`config.mk`:
```
export PLATFORM = sky130hd
export DESIGN_NAME = accumulator_nbit
export DESIGN_NICKNAME = d
export VERILOG_FILES = /design/src/rtl/accumulator_pkg.sv /design/src/rtl/adder_nbit.sv /design/src/rtl/accumulator_nbit.sv
export SDC_FILE = /design/constraint.sdc
export NUM_CORES = 1
export LEC_CHECK = 0
export ABC_AREA = 0
export CORE_ASPECT_RATIO = 1.1
export CORE_MARGIN = 2
export CORE_UTILIZATION = 43
export CTS_CLUSTER_SIZE = 10
export DETAILED_ROUTE_END_ITERATION = 10
export PLACE_DENSITY = 0.74
export SYNTH_ARGS = -nofsm -noshare
export SYNTH_HDL_FRONTEND = slang
export SYNTH_SLANG_ARGS = --single-unit
```
`constraint.sdc`:
```
create_clock -name clk -period 4.55 [get_ports clk]
set_clock_uncertainty 0.1 [all_clocks]
set_input_delay 0.6825 -clock clk [delete_from_list [all_inputs] [get_ports clk]]
set_output_delay 0.6825 -clock clk [all_outputs]
set_load 0.01 [all_outputs]
```
`src/rtl/accumulator_pkg.sv`:
```
`default_nettype none
// ============================================================================
//  Package     : accumulator_pkg
//  Description : Shared types for the batch accumulator (state encoding).
//  Revision    : 1.0 - initial release
// ============================================================================
package accumulator_pkg;

    // Two-state batch controller: collecting samples, or holding a result.
    typedef enum logic {
        ACCUM = 1'b0,
        DONE  = 1'b1
    } acc_state_t;

endpackage : accumulator_pkg
`default_nettype wire

```
`src/rtl/adder_nbit.sv`:
```
`default_nettype none
// ============================================================================
//  Module      : adder_nbit
//  Description : Combinational n-bit ripple-carry adder built from a chain of
//                full-adder cells. Produces the truncated sum and carry-out.
//  Revision    : 1.0 - initial release
// ============================================================================
module adder_nbit #(
    parameter int NUMB_BITS = 8
) (
    input  logic [NUMB_BITS-1:0] i_a,
    input  logic [NUMB_BITS-1:0] i_b,
    input  logic                 i_carry_in,
    output logic [NUMB_BITS-1:0] o_sum,
    output logic                 o_carry_out
);

    // Carry chain: w_carry[i] enters bit i, w_carry[NUMB_BITS] leaves the MSB.
    logic [NUMB_BITS:0] w_carry;

    assign w_carry[0] = i_carry_in;

    // One full-adder cell per bit position.
    for (genvar i = 0; i < NUMB_BITS; i++) begin : g_bit
        logic w_prop;
        assign w_prop         = i_a[i] ^ i_b[i];
        assign o_sum[i]       = w_prop ^ w_carry[i];
        assign w_carry[i + 1] = (i_a[i] & i_b[i]) | (w_carry[i] & w_prop);
    end

    assign o_carry_out = w_carry[NUMB_BITS];

endmodule : adder_nbit
`default_nettype wire

```
`src/rtl/accumulator_nbit.sv`:
```
`default_nettype none
// ============================================================================
//  Module      : accumulator_nbit
//  Description : Batch accumulator. Sums exactly NUM_SAMPLES unsigned samples
//                received over a valid/ready handshake through the ripple
//                adder, then offers the truncated sum and a sticky overflow
//                flag over a second valid/ready handshake.
//  Revision    : 1.0 - initial release
// ============================================================================
module accumulator_nbit #(
    parameter int NUMB_BITS   = 8,
    parameter int NUM_SAMPLES = 4
) (
    input  logic                 clk,
    input  logic                 n_rst,
    input  logic                 clear,
    input  logic                 in_valid,
    output logic                 in_ready,
    input  logic [NUMB_BITS-1:0] in_data,
    output logic                 out_valid,
    input  logic                 out_ready,
    output logic [NUMB_BITS-1:0] out_sum,
    output logic                 out_overflow
);

    import accumulator_pkg::*;

    // Counter must be able to hold NUM_SAMPLES itself.
    localparam int                 c_CNT_W    = $clog2(NUM_SAMPLES + 1);
    // Count value before the accept that completes a batch.
    localparam logic [c_CNT_W-1:0] c_CNT_LAST = c_CNT_W'(NUM_SAMPLES - 1);

    acc_state_t           r_state;
    acc_state_t           w_next_state;
    logic [NUMB_BITS-1:0] r_acc;
    logic                 r_ovf;
    logic [c_CNT_W-1:0]   r_cnt;

    logic [NUMB_BITS-1:0] w_sum;
    logic                 w_carry_out;
    logic                 w_accept;
    logic                 w_release;
    logic                 w_flush;

    // Operand a is the running total, b the incoming sample; no carry-in.
    adder_nbit #(
        .NUMB_BITS (NUMB_BITS)
    ) u_adder (
        .i_a         (r_acc),
        .i_b         (in_data),
        .i_carry_in  (1'b0),
        .o_sum       (w_sum),
        .o_carry_out (w_carry_out)
    );

    // Handshake qualifiers are derived from state, never from the outputs,
    // so no input-to-output combinational path exists.
    assign w_accept  = in_valid  && (r_state == ACCUM);
    assign w_release = out_ready && (r_state == DONE);
    // Either an abort or a completed output transfer empties the batch.
    assign w_flush   = clear || w_release;

    // State register; reset returns to collecting.
    always_ff @(posedge clk) begin
        if (!n_rst) begin
            r_state <= ACCUM;
        end else begin
            r_state <= w_next_state;
        end
    end

    // Next-state decode; clear overrides any accept or output transfer.
    always_comb begin
        w_next_state = r_state;
        if (clear) begin
            w_next_state = ACCUM;
        end else begin
            case (r_state)
                ACCUM: begin
                    if (w_accept && (r_cnt == c_CNT_LAST)) begin
                        w_next_state = DONE;
                    end
                end
                DONE: begin
                    if (out_ready) begin
                        w_next_state = ACCUM;
                    end
                end
                default: w_next_state = ACCUM;
            endcase
        end
    end

    // Handshake outputs are pure decodes of the current state.
    always_comb begin
        in_ready  = 1'b0;
        out_valid = 1'b0;
        case (r_state)
            ACCUM:   in_ready  = 1'b1;
            DONE:    out_valid = 1'b1;
            default: in_ready  = 1'b1;
        endcase
    end

    // Batch datapath: reset/flush clears, an accepted sample adds in.
    always_ff @(posedge clk) begin
        if (!n_rst || w_flush) begin
            r_acc <= '0;
            r_ovf <= 1'b0;
            r_cnt <= '0;
        end else if (w_accept) begin
            r_acc <= w_sum;
            r_ovf <= r_ovf | w_carry_out;
            r_cnt <= r_cnt + 1'b1;
        end
    end

    // Result is always driven from the registers; out_valid qualifies it.
    assign out_sum      = r_acc;
    assign out_overflow = r_ovf;

endmodule : accumulator_nbit
`default_nettype wire

```
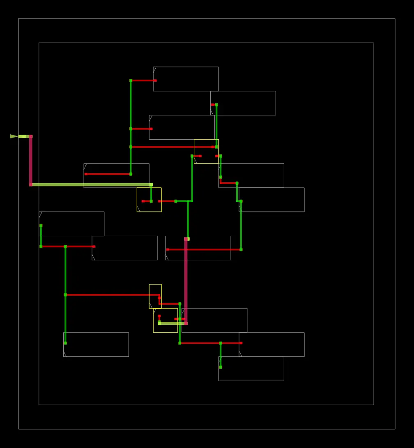
run_1/clock_nets.png
later-pin clock latency in the skew report: 0.27 ns
CTS buffer count: 3

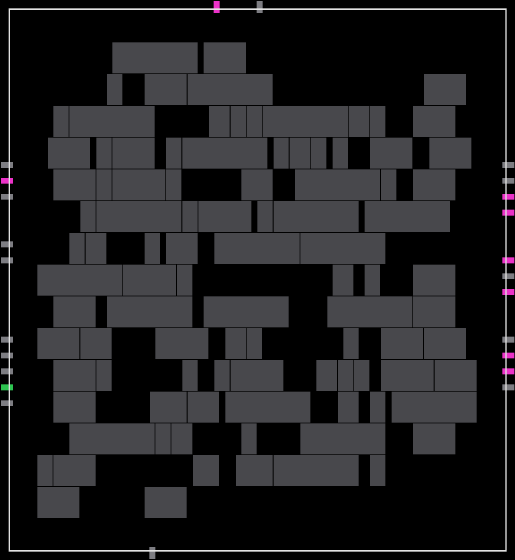
run_1/pinout.png
Pins as bars across the die edge, other pins in gray.
port	color	pins	direction	edge
in_data	magenta	8	input	6 east, 1 north, 1 west
out_valid	green	1	output	west

==> summary.txt, run 1 <==
State of the implementation.

- The OpenROAD warning count is 26, for reference.
- Of the total power, the clock network draws 0.294.
- The startpoint type of the worst setup path is an input pin, for reference.
- Together, buffers and inverters on the worst path number 4.
- TritonCTS built the clock tree.
- Per the post-route antenna check, the number of violating nets is 0.
- The area fraction of the largest cell type after synthesis is 0.373.
- The number of buffers between clock root and the deepest sink is 2, for reference.
- In this run the count of I/O pins placed on the die edge is 24.
- After technology mapping, the gate count stands at 73.
- The run finished with clean final reports.
- The post-synthesis net count is roughly 96, for reference.
- The effective utilization at floorplan is 0.454, for reference.
- The net switching fraction of the power is 0.248, for reference.
- The post-layout total power is 0.000234 W, for reference.
- For this run, the total global-route usage over all layers was measured as 0.148.
- The worst-case max-slew headroom was logged as 0.569.
- The post-synth tally of flip-flops with integrated enable is 0, for reference.
- Per the final layout report, the fraction of cells sized above drive strength 1 comes to 0.0722.
- At the end of the flow, the number of nets in the layout was ~120.
- The worst path required time is around 4.6 ns, for reference.
- In this run the static leakage power is between 0.3 and 0.4 nW.
- The final instance area is 946 sq um, for reference.
- The die outline area is 1960 sq um, for reference.
- The largest net degree at the start of global routing is 16, for reference.
- The final wirelength is 1250 um, for reference.
- The script logs the ratio of routed vias to standard cells as 4.78.
- The library cell occupying the most area in the post-synthesis netlist is sky130_fd_sc_hd__dfxtp_1, for reference.
- The H-tree depth is 1, for reference.
- After synthesis, the cell types taking the most area are sky130_fd_sc_hd__dfxtp_1 (37%), sky130_fd_sc_hd__fa_1 (20%), sky130_fd_sc_hd__nand2_1 (8.1%).
- The first global-routing pass estimated 2150 um of wire.
- The maximum clock rate is 0.247 GHz, for reference.
- The worst min-delay path class is flop to flop, for reference.
- The count of final hold-check violations is 0, for reference.
- Looking at the critical path, the highest net fanout was 1.
- Synthesis inferred 13 register bits.
- The combinational fraction of design power is 0.189, for reference.
- The cell at the slowest stage of the critical path is sky130_fd_sc_hd__fa_1, for reference.
- The post-CTS hold buffer count recorded in the log is 0.
- The cell area power density is 248 nW/um^2, for reference.
- The number of max-cap violations is 0, for reference.
- Measured along the x axis, the die boundary spans 42.4 um.
- The number of antenna violations at the first check in global routing came to 0.
- The worst VDD IR drop from the latest analysis is 0.169 mV.
- The post-synth design cell area is 698 sq um, for reference.
- The per-instance average area after synthesis is 9.56 sq um, for reference.
- The repair_antennas step left the layout with diodes totalling 0.
- The sum of negative setup slack is 0 ns, for reference.
- Between the synthesized netlist and the finished layout, the area growth was recorded as 35.5%.
- The share of total power in sequential cells is 0.517, for reference.
- The post-layout period usage of the worst path is 0.889, for reference.
- After clock tree synthesis, the clock-pin slew on the worst setup and hold paths is 0.08 ns.
- The number of gates given a new drive strength after cts is 0, for reference.
- The vias after detailed routing is 545, for reference.
- Once placement finished, the instance area stood at slightly above 900 sq um.
- The yosys cell count is 73, for reference.
- For this design the total switching power over the nets is 0.0000581 W.
- The final count of pins violating max slew is 0, for reference.
- The clock drives 13 sinks.
- The cell chosen for the clock root is sky130_fd_sc_hd__clkbuf_4, for reference.
- The number of global-route vias before repair came to 528.
- Counting distinct cell types in the post-synthesis netlist gives 14.
- The type of element capturing the critical path is a flop, for reference.
- The post-layout minimum cycle time is about 4.0 ns, for reference.
- As logged by OpenROAD, the buffers inserted on ports number 23.
- According to the floorplan report, the placeable core area is 1540 sq um.
- The first detailed-routing pass took 4 iterations.
- For this run, the number of Yosys warnings is 0.
- In the routed design, unresolved DRC markers number 0.
- The final weighted congestion recorded by global placement is 0.718.
- The cell internal power dissipation is 0.000176 W, for reference.
- The script logs the mean routed wire length per placed instance as 10.9 um.
- The data arrival time of the critical path is 4.13 ns, for reference.
- Setup repair after global routing left no endpoint under its margin.
- The cell sequence reported for the critical path is clkdlybuf4s50_1 > ha_1 > fa_1 > fa_1 > fa_1 > fa_1 > inv_1 > fa_1 > inv_1 > fa_1 > inv_1 > fa_1 > a211oi_2.
- The slew at the pin with the worst max-slew slack is 0.644 ns, for reference.
- Among all flip-flop cells after synthesis, the most frequent one is sky130_fd_sc_hd__dfxtp_1.
- The most frequently used cell type in the post-synthesis netlist is sky130_fd_sc_hd__nand2_1, for reference.
- The kind of cell with the highest combined delay on the critical path is adder cells, for reference.
- In the synthesized netlist the async set-or-reset flop fraction comes to 0.
- The stat command in Yosys gives a chip area of 698 sq um.
- The worst setup path is of the input pin to flop kind.
- Per STA, the highest per-stage delay on the worst path measures 0.42 ns.
- The commonest cells after synthesis are sky130_fd_sc_hd__nand2_1 (15), sky130_fd_sc_hd__dfxtp_1 (13), sky130_fd_sc_hd__inv_1 (10).
- The share of the Yosys chip area taken by registers is 0.373.
- The detailed router finished its first iteration with 3 violations.
- According to the dpl log, the detail-placed design has an HPWL of 933 um.
- The library cell appearing most often on the critical path is sky130_fd_sc_hd__fa_1, for reference.
- The number of buffers inserted to repair setup after CTS is 0, for reference.
- Row generation in the floorplan step produced 15 rows.
- From the final report, the count of setup violators was given as 0.
- The die span in y is between 40 and 50 um, for reference.
- Global routing finished with a remaining overflow of 0.
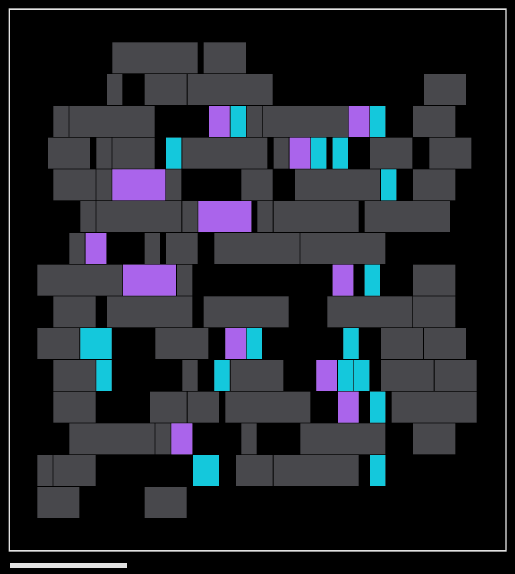
run_1/gates.png
Bar = 10 um.
family	color	cells
nand cells	cyan	17
aoi and oai cells	purple	12

-- run 1: per-layer routing --
| metal | GRT usage | part of all wire | up-vias |
|---|---|---|---|
| met5 | 0 | 0 | - |
| met3 | 0.0314 | 0.083 | 4 |
| met1 | 0.178 | 0.44 | 243 |
| met4 | 0.0750 | 0.011 | 0 |
| met2 | 0.255 | 0.46 | 23 |
| li1 | - | - | 275 |
-- run 1: worst paths after layout --
path / depth (start not counted) / endpoint / from / slack, ns
worst max-delay path: 13 / out_sum[7] / in_data[0] / 0.51
worst min-delay path: 2 / r_cnt[1] / r_cnt[1] / 0.36
worst max register to register: 12 / out_sum[7] / out_sum[0] / 1.02
worst min register to register: 2 / r_cnt[1] / r_cnt[1] / 0.36
-- run 1: through the flow --
| step | util | hold slack (ns) | std cells | setup WS [ns] |
|---|---|---|---|---|
| after global placement | 0.598 | 0.346 | 110 | 0.268 |
| after floorplan | - | 0.339 | 73 | 0.778 |
| after global routing | 0.615 | 0.393 | 114 | 0.373 |
| final | 0.615 | 0.362 | 114 | 0.506 |
| after CTS | 0.615 | 0.364 | 114 | 0.482 |
| after detailed placement | 0.598 | 0.353 | 110 | 0.230 |
-- run 1: power groups by stage --
stage | Sequential, W | Clock, W | Combinational, W
after floorplan | 0.000125 | 0 | 0.0000231
after global placement | 0.000124 | 0 | 0.0000435
after detailed placement | 0.000124 | 0 | 0.0000446
after CTS | 0.000121 | 0.0000724 | 0.0000449
after global routing | 0.000122 | 0.0000780 | 0.0000501
final | 0.000121 | 0.0000689 | 0.0000442
-- run 1: cells by family after synthesis --
group	after synthesis	synth area share
AOI/OAI and AO/OA	12	0.118
xor gates and xnor gates	1	0.0125
adders and majority gates	10	0.254
buffers and inverters	13	0.0968
DFF	13	0.373
and+or+nand+nor	24	0.145
-- run 1: cells in the final DEF, fill, tap and decap left out --
cell / count
sky130_fd_sc_hd__clkdlybuf4s50_1: 23
sky130_fd_sc_hd__nand2_1: 15
sky130_fd_sc_hd__dfxtp_1: 13
sky130_fd_sc_hd__inv_1: 10
sky130_fd_sc_hd__a21oi_1: 9
sky130_fd_sc_hd__fa_1: 7
sky130_fd_sc_hd__nor2_1: 6
sky130_fd_sc_hd__a211oi_2: 3
sky130_fd_sc_hd__ha_1: 3
sky130_fd_sc_hd__clkbuf_4: 3
sky130_fd_sc_hd__nor2b_2: 1
sky130_fd_sc_hd__nand2b_1: 1
sky130_fd_sc_hd__nand3b_1: 1
sky130_fd_sc_hd__xnor2_1: 1
sky130_fd_sc_hd__clkbuf_1: 1
-- run 1: flip-flops by register name (all words and copies together) (netlist names) --
signal / flops
out_sum: 8
out_overflow: 1
r_cnt: 3
r_state: 1
-- run 1: cell type report --
class | count | area, sq um
well taps | 17 | 21.3
inverters | 10 | 37.5
clock buffers | 4 | 26.3
flip-flops and latches | 13 | 260
multi-input cells | 47 | 370
repair buffers | 23 | 230
fillers | 138 | 593
run_1/ff_map.png
Bar = 10 um. Other sequential cells in the stronger gray, the rest of the logic in the fainter gray.
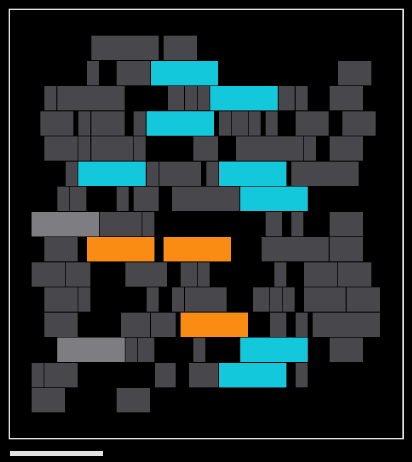

==> run 2, diff against run 1 <==
CORE_MARGIN = default   (was 2)
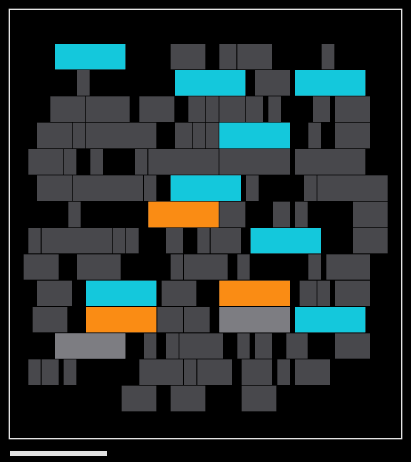
run_2/ff_map.png
Bar = 10 um. Other sequential cells in the stronger gray, the rest of the logic in the fainter gray.
name in the netlist	color	flops
out_sum	cyan	8
r_cnt	orange	3
not colored	2

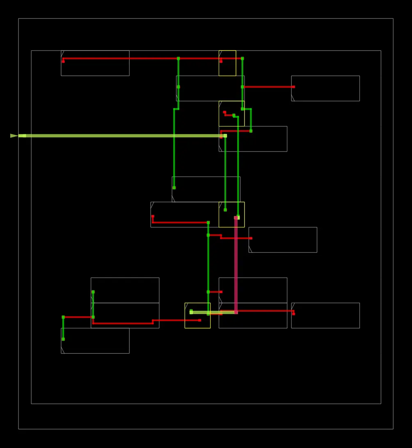
run_2/clock_nets.png
number of flip-flops and latches: 13
Clock buffer cells: 3
Sinks on Clock Net: 13
power consumed by the clock network: 0.0000705 W

==> summary.txt, run 2 <==
State of the implementation.

- The worst supply voltage drop on vdd is 0.187 mV (+10%).
- Looking at area per cell type in the netlist, the leader is sky130_fd_sc_hd__dfxtp_1.
- The delay contributed by the slowest stage of the critical path came to 0.41 ns (about the same).
- Per STA, the library cell used most along the worst path is sky130_fd_sc_hd__fa_1.
- The most frequent logic cell in the layout is sky130_fd_sc_hd__clkdlybuf4s50_1, for reference.
- The final cell count without fillers is 113 (-0.88%), for reference.
- The post-synthesis net count came to 96 (unchanged).
- sky130_fd_sc_hd__nand2_1 is the most common cell in the netlist.
- The post-layout minimum cycle time is 3.98 ns (-0.0672 ns), for reference.
- The die span in y is 44.3 um (-4.3%), for reference.
- The per-instance average area after synthesis was 9.56 sq um (unchanged).
- The total grt overflow is 0 (unchanged), for reference.
- The number of standard cells after synthesis is 73 (unchanged), for reference.
- The post-synthesis share of cell area spent on xor and xnor gates came to 0.0125 (unchanged).
- The number of global-route vias before repair was 457 (-13%).
- The count of final hold-check violations is 0 (unchanged).
- Yosys reports that the most numerous cell types are sky130_fd_sc_hd__nand2_1 (15), sky130_fd_sc_hd__dfxtp_1 (13), sky130_fd_sc_hd__inv_1 (10).
- The fraction of final layout cells with drive strength greater than 1 is 0.0825 (+0.0103).
- The buffer and inverter count on the worst path is 4 (unchanged), for reference.
- The post-synth design cell area is 698 sq um (unchanged), for reference.
- The vias after detailed routing is 529 (-2.9%), for reference.
- The number of buffers inserted to repair setup after CTS was 0 (unchanged).
- The source of the worst hold timing path is r_cnt[1], for reference.
- The placed standard-cell area is 918 sq um (-0.14%), for reference.
- The adder-cell share of the synthesized area is 0.254 (unchanged), for reference.
- The number of buffers inserted by hold repair at cts is 0 (unchanged).
- The wire length of the first global-routing pass is 1880 um (-13%), for reference.
- The top-level I/O count is 24 (unchanged), for reference.
- The clock latency on the worst-skew pair was 0.27 ns (about the same).
- The dominant register cell in the synthesized netlist is sky130_fd_sc_hd__dfxtp_1, for reference.
- The capture instance of the worst register-to-register path is out_sum[7], for reference.
- The final-layout worst hold slack is 0.364 ns (+0.00150 ns), for reference.
- The count of cells along the worst register-to-register path was 12 (unchanged).
- The leakage dissipation is 0.383 nW (+0.72%), for reference.
- The type of element capturing the critical path is a flop, for reference.
- The worst-path maximum fanout was 1 (unchanged).
- The effective utilization at floorplan is 0.486 (+0.0324), for reference.
- The complex-gate fraction of the synthesized area was 0.118 (unchanged).
- The via density per instance was 4.68 (-2.1%).
- The clock input transition at the sequential cells of the worst setup and hold paths is 0.08 ns (about the same), for reference.
- The post-layout total power was 0.000235 W (+0.43%).
- The worst path required time was 4.64 ns (about the same).
- Walking the worst path, the cells encountered are clkdlybuf4s50_1 > ha_1 > fa_1 > fa_1 > fa_1 > fa_1 > inv_1 > fa_1 > inv_1 > fa_1 > inv_1 > fa_1 > a211oi_2.
- The yosys cell count is 73 (unchanged), for reference.
- The largest net degree at the start of global routing is 16 (unchanged), for reference.
- The number of remaining DRC errors is 0 (unchanged), for reference.
- The number of gates given a new drive strength after cts is 0 (unchanged), for reference.
- The number of cells on the worst hold path came to 2 (unchanged).
- The die outline area came to 1790 sq um (-8.8%).
- The total clock buffers created by CTS was 3 (unchanged).
- The final instance area is 946 sq um (unchanged).
- The end point of the worst hold path is r_cnt[1], for reference.
- The maximum clock rate came to 0.251 GHz (+1.7%).
- The number of detailed-routing iterations run before antenna repair is 2 (-2).
- The area growth from synthesis to final layout is 35.5% (unchanged), for reference.
- The proportion of netlist area held by the largest area contributor came to 0.373 (unchanged).
- The startpoint type of the worst setup path is an input pin, for reference.
- The fraction of registers with async set or reset after synthesis is 0 (unchanged), for reference.
- The post-layout period usage of the worst path came to 0.874 (-0.0148).
- The fraction of synthesized area in multiplexers is 0 (unchanged), for reference.
- The OpenROAD warning count is 26 (unchanged), for reference.
- The count of synthesis-stage warnings from yosys is 0 (unchanged), for reference.
- The number of max-cap violations is 0 (unchanged), for reference.
- The top cell types in the final layout, fill and taps aside, are sky130_fd_sc_hd__clkdlybuf4s50_1 (23), sky130_fd_sc_hd__nand2_1 (15), sky130_fd_sc_hd__dfxtp_1 (13).
- Setup repair after global routing left no endpoint under its margin.
- The number of flip-flops under the largest register name is 8 (unchanged), for reference.
- Clock tree synthesis selected as its root buffer the cell sky130_fd_sc_hd__clkbuf_4.
- The number of standard-cell rows in the floorplan is 14 (-1), for reference.
- The post-DP HPWL came to 865 um (-7.3%).
- The number of design-rule violations left by the first detailed-router iteration is 6 (+3), for reference.
- For this design, the slowest cell found on the critical path is sky130_fd_sc_hd__clkdlybuf4s50_1.
- The share of the yosys chip area belonging to registers is 0.373 (unchanged), for reference.
- The core footprint is 1440 sq um (-6.7%), for reference.
- The final antenna diode count is 0 (unchanged), for reference.
- The residual antenna-violating net count after detailed routing came to 0 (unchanged).
- The sum of negative setup slack is 0 ns (unchanged).
- By area the synthesized netlist is led by sky130_fd_sc_hd__dfxtp_1 (37%), sky130_fd_sc_hd__fa_1 (20%), sky130_fd_sc_hd__nand2_1 (8.1%).
- The final setup violation count is 0 (unchanged), for reference.
- The area of the synthesized netlist per yosys stat is 698 sq um (unchanged), for reference.
- Per STA, the worst path accumulates the most delay in the family adder cells.
- The cell count after placement is 109 (-0.91%).
- The data arrival time of the critical path is 4.07 ns (-0.06 ns), for reference.
- The internal reg-to-reg setup slack is 1.08 ns (+0.06 ns), for reference.
- The worst relative slew slack is 0.542 (-0.0271), for reference.
- The run finished with clean final reports.
[run 2: area by class of cell]
type | instances | area, sq um
clock buffer | 3 | 22.5
clock inverter | 1 | 5.00
fill | 137 | 490
inverter | 10 | 37.5
multi-input combinational | 47 | 370
sequential | 13 | 260
tap | 16 | 20.0
timing repair buffer | 23 | 230
[run 2: worst max-delay path by stage]
stage,depth (start not counted),slack (ns),start,endpoint
2_1_floorplan,12,0.78,in_data[0],out_sum[7]
3_3_place_gp,13,0.29,in_data[0],out_sum[7]
3_5_place_dp,13,0.25,in_data[0],out_sum[7]
4_1_cts,13,0.55,in_data[0],out_sum[7]
5_1_grt,13,0.37,in_data[0],out_sum[7]
6_report,13,0.57,in_data[0],out_sum[7]
[run 2: cells by family (layout without fill, tap and decap cells)]
kind of cell    count (synthesis)  after routing
compound gates                 12             12
xor+xnor                        1              1
fa+ha+maj                      10             10
buf+inv                        13             37
flops                          13             13
simple gates                   24             24
[run 2: worst reg2reg max path: stages (launching register included)]
cell and delay [ns]:
sky130_fd_sc_hd__dfxtp_1 0.33, sky130_fd_sc_hd__ha_1 0.19, sky130_fd_sc_hd__fa_1 0.38, sky130_fd_sc_hd__fa_1 0.38
sky130_fd_sc_hd__fa_1 0.38, sky130_fd_sc_hd__fa_1 0.36, sky130_fd_sc_hd__inv_1 0.07, sky130_fd_sc_hd__fa_1 0.15
sky130_fd_sc_hd__inv_1 0.05, sky130_fd_sc_hd__fa_1 0.34, sky130_fd_sc_hd__inv_1 0.07, sky130_fd_sc_hd__fa_1 0.41
sky130_fd_sc_hd__a211oi_2 0.17
[run 2: layer usage]
metal  wire length [um]  global-route usage  part of all wire
met5                  0                   0                 0
met4                 10              0.0800            0.0085
met2                514               0.206              0.44
met1                564               0.219              0.48
met3                 80              0.0653             0.068
[run 2: through the flow]
stage,setup slack [ns],util
after floorplan,0.778,-
after global placement,0.289,0.639
after detailed placement,0.249,0.639
after CTS,0.552,0.659
after global routing,0.373,0.659
final,0.573,0.659
[run 2: where the power goes]
group	switching, W	leakage [nW]	internal, W	total [W]
registers	0.00000341	0.106	0.000118	0.000121
clock network	0.0000379	0.0177	0.0000326	0.0000705
logic	0.0000194	0.260	0.0000241	0.0000435
run_2/gates.png
Bar = 10 um.
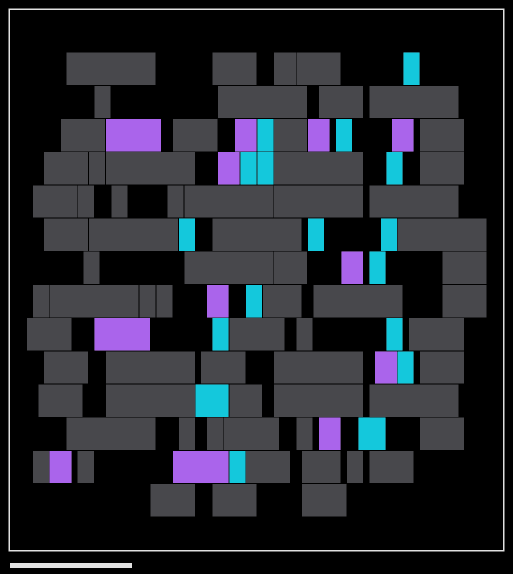

==> run 3, diff against run 2 <==
CORE_ASPECT_RATIO = default   (was 1.1)
CORE_MARGIN = 10   (was default)
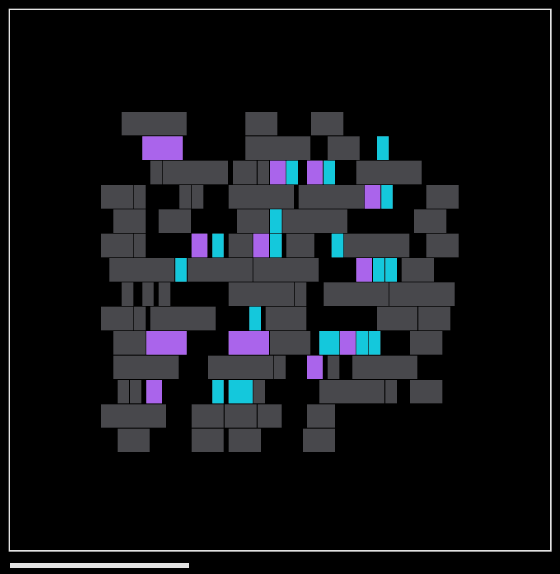
run_3/gates.png
Bar = 20 um.
post-route non-filler standard cell count: 113
multi-input gate share of the layout cell area: 0.392

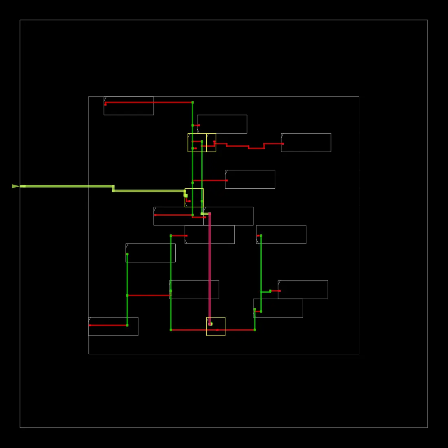
run_3/clock_nets.png
power consumed by the clock network: 0.0000727 W
Clock buffer cells: 4

==> summary.txt, run 3 <==
State of the implementation.

- The per-instance average area after synthesis is 9.56 sq um (unchanged).
- The worst path required time came to 4.65 ns (about the same).
- The number of standard-cell rows in the floorplan is 14 (unchanged), for reference.
- The wire length of the first global-routing pass is 2520 um (+34%), for reference.
- The final-layout worst hold slack is 0.368 ns (+0.00409 ns).
- The post-DP HPWL is 1080 um (+24%), for reference.
- The net load switching power was 0.0000617 W (+1.5%).
- The maximum clock rate is 0.250 GHz (-0.66%).
- The startpoint type of the worst setup path is an input pin, for reference.
- Setup repair after global routing left no endpoint under its margin.
- The top-level I/O count is 24 (unchanged).
- The number of detailed-routing iterations run before antenna repair came to 4 (+2).
- The largest net degree at the start of global routing is 16 (unchanged).
- The cell sitting at the root of the clock tree is a sky130_fd_sc_hd__clkbuf_4.
- After synthesis, the cell types taking the most area are sky130_fd_sc_hd__dfxtp_1 (37%), sky130_fd_sc_hd__fa_1 (20%), sky130_fd_sc_hd__nand2_1 (8.1%).
- The data arrival time of the critical path is 4.10 ns (+0.03 ns).
- The cell internal power dissipation came to 0.000176 W (+0.82%).
- The number of global-route vias before repair is 566 (+24%), for reference.
- The clock net sink count is 13 (unchanged), for reference.
- The number of max-cap violations came to 0 (unchanged).
- The worst-path maximum fanout is 1 (unchanged), for reference.
- The number of gates given a new drive strength after cts was 0 (unchanged).
- Looking at area per cell type in the netlist, the leader is sky130_fd_sc_hd__dfxtp_1.
- The share of total power in sequential cells is 0.510 (-0.006), for reference.
- The number of standard cells after synthesis is 73 (unchanged), for reference.
- The flow ran to the end, and the final reports show no timing, DRC or antenna violations.
- The leakage dissipation is 0.380 nW (-0.71%), for reference.
- The number of buffers inserted by hold repair at cts came to 0 (unchanged).
- For reference, the critical path cell chain is clkdlybuf4s50_1 > ha_1 > fa_1 > fa_1 > fa_1 > fa_1 > inv_1 > fa_1 > inv_1 > fa_1 > inv_1 > fa_1 > a211oi_2.
- The post-layout minimum cycle time is 4.00 ns (+0.0265 ns), for reference.
- The total clock buffers created by CTS is 3 (unchanged), for reference.
- The buffer and inverter count on the worst path is 4 (unchanged), for reference.
- The final setup violation count came to 0 (unchanged).
- The top cell type in the final layout, fill and taps aside, is sky130_fd_sc_hd__clkdlybuf4s50_1.
- The proportion of netlist area held by the largest area contributor came to 0.373 (unchanged).
- The core footprint came to 1520 sq um (+6.1%).
- The timing report shows the most common cell along the critical path to be sky130_fd_sc_hd__fa_1.
- The post-layout period usage of the worst path came to 0.880 (+0.00582).
- Looking at the cell usage after synthesis, the top flip-flop cell is sky130_fd_sc_hd__dfxtp_1.
- The count of filler cells inserted in the layout came to 131 (-4.4%).
- The number of buffers inserted to repair setup after CTS was 0 (unchanged).
- The net switching fraction of the power came to 0.260 (+0.00134).
- By instance count, the leading cell after synthesis is sky130_fd_sc_hd__nand2_1.
- The clock share of power is 0.306 (+0.006).
- The worst relative slew slack was 0.563 (+0.0210).
- The cell at the slowest stage of the critical path is sky130_fd_sc_hd__fa_1, for reference.
- The residual antenna-violating net count after detailed routing is 0 (unchanged), for reference.
- The OpenROAD warning count is 26 (unchanged), for reference.
- The vias after detailed routing was 539 (+1.9%).
- The post-synthesis net count was 96 (unchanged).
- The sum of negative setup slack is 0 ns (unchanged), for reference.
- The number of flip-flops under the largest register name was 8 (unchanged).
- The fraction of final layout cells with drive strength greater than 1 is 0.0722 (-0.0103), for reference.
- Broken down by cell family, the worst path's largest delay share belongs to adder cells.
- The area growth from synthesis to final layout is 35.3%, for reference.
- The total grt overflow came to 0 (unchanged).
- The count of synthesis-stage warnings from yosys is 0 (unchanged).
- The clock input transition at the sequential cells of the worst setup and hold paths is 0.08 ns (about the same), for reference.
- The share of the yosys chip area belonging to registers was 0.373 (unchanged).
- The die span in y is 60.3 um (+36%), for reference.
- The post-synth design cell area is 698 sq um (unchanged), for reference.
- The effective utilization at floorplan is 0.458 (-0.0279), for reference.
- The die outline area is 3640 sq um (+100%), for reference.
- The number of remaining DRC errors is 0 (unchanged), for reference.
- The yosys cell count is 73 (unchanged), for reference.
- The final design utilization is 0.620 (-0.0387).
- The area of the synthesized netlist per yosys stat was 698 sq um (unchanged).
- The clock latency on the worst-skew pair came to 0.28 ns (about the same).
- The combinational fraction of design power was 0.184 (about the same).
- The final antenna diode count was 0 (unchanged).
- The worst supply voltage drop on vdd is 0.143 mV (-23%).
- The delay contributed by the slowest stage of the critical path is 0.42 ns (about the same), for reference.
- The number of design-rule violations left by the first detailed-router iteration came to 1 (-5).
==> run 3: cell counts after synthesis <==
No cell type changed its count.
==> run 3: worst paths after layout <==
check	start	end	slack [ns]	cells after the start
worst min register to register	r_cnt[1]	r_cnt[1]	0.37	2
worst max register to register	out_sum[0]	out_sum[7]	1.05	12
worst min-delay path	r_cnt[1]	r_cnt[1]	0.37	2
worst max-delay path	in_data[0]	out_sum[7]	0.55	13
==> run 3: stage by stage <==
stage                     worst slack [ns]  power, W  cell area (sq um)  instances
after detailed placement             0.231  0.000169                918        109
final                                0.547  0.000238                945        113
after CTS                            0.525  0.000242                945        113
after global placement               0.265  0.000167                918        109
after global routing                 0.419  0.000256                945        113
after floorplan                      0.778  0.000148                698         73
==> run 3: metal layers <==
layer,global-route usage,routed length (um)
met3,0.0508,152
met2,0.135,656
met1,0.0993,555
met4,0.0481,16
met5,0,0
==> run 3: cell families (layout without fill, tap and decap cells) <==
kind of cell    Yosys count  after routing  share of synthesized area
simple gates             24             24                      0.145
flops                    13             13                      0.373
buf+inv                  13             37                     0.0968
compound gates           12             12                      0.118
fa+ha+maj                10             10                      0.254
xor+xnor                  1              1                     0.0125
==> run 3: area by class of cell <==
| type | instances | area (sq um) | share of cell area |
|---|---|---|---|
| Timing Repair Buffer | 23 | 230 | 0.244 |
| Clock buffer | 4 | 26.3 | 0.0278 |
| Multi-Input combinational cell | 47 | 370 | 0.392 |
| Inverter | 10 | 37.5 | 0.0397 |
| Tap cell | 16 | 20.0 | 0.0212 |
| Sequential cell | 13 | 260 | 0.275 |
==> run 3: power by group through the flow <==
stage | clock network, W | logic [W] | registers [W]
after floorplan | 0 | 0.0000231 | 0.000125
after global placement | 0 | 0.0000434 | 0.000124
after detailed placement | 0 | 0.0000450 | 0.000124
after CTS | 0.0000754 | 0.0000450 | 0.000121
after global routing | 0.0000839 | 0.0000501 | 0.000122
final | 0.0000727 | 0.0000437 | 0.000121
==> run 3: worst register-to-register path: cells and delay by family, from the launching register on <==
| kind | cells | cell delay [ns] |
|---|---|---|
| buffers and inverters | 3 | 0.20 |
| flip-flops | 1 | 0.33 |
| AND-OR/OR-AND | 1 | 0.17 |
| adder cells (fa/ha/maj) | 8 | 2.63 |

==> screenshots <==
Wiring by layer.
Only two layers are drawn.
(a)
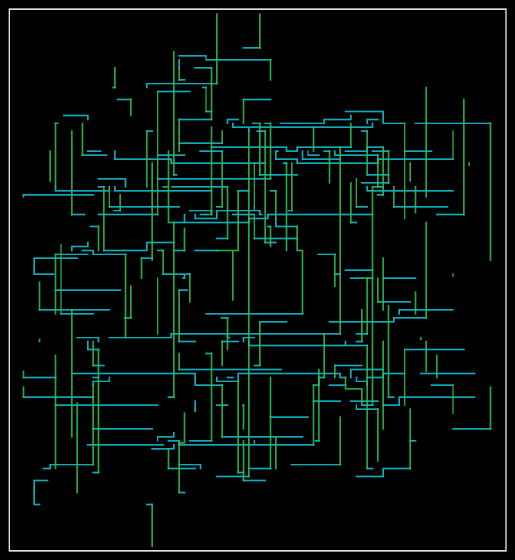
(b)
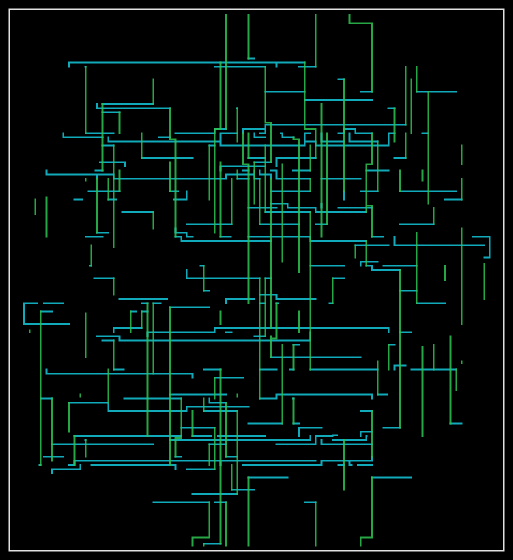
(c)
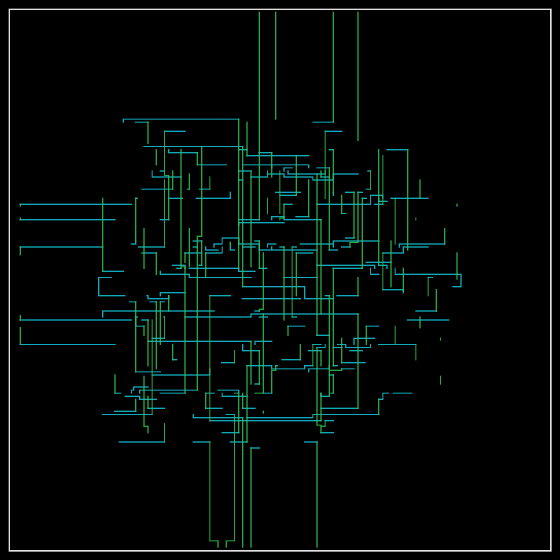
Run 3 is (c).
Run 2 is (b).
Run 1 is (a).

Power is estimated from default activity; no workload was simulated.
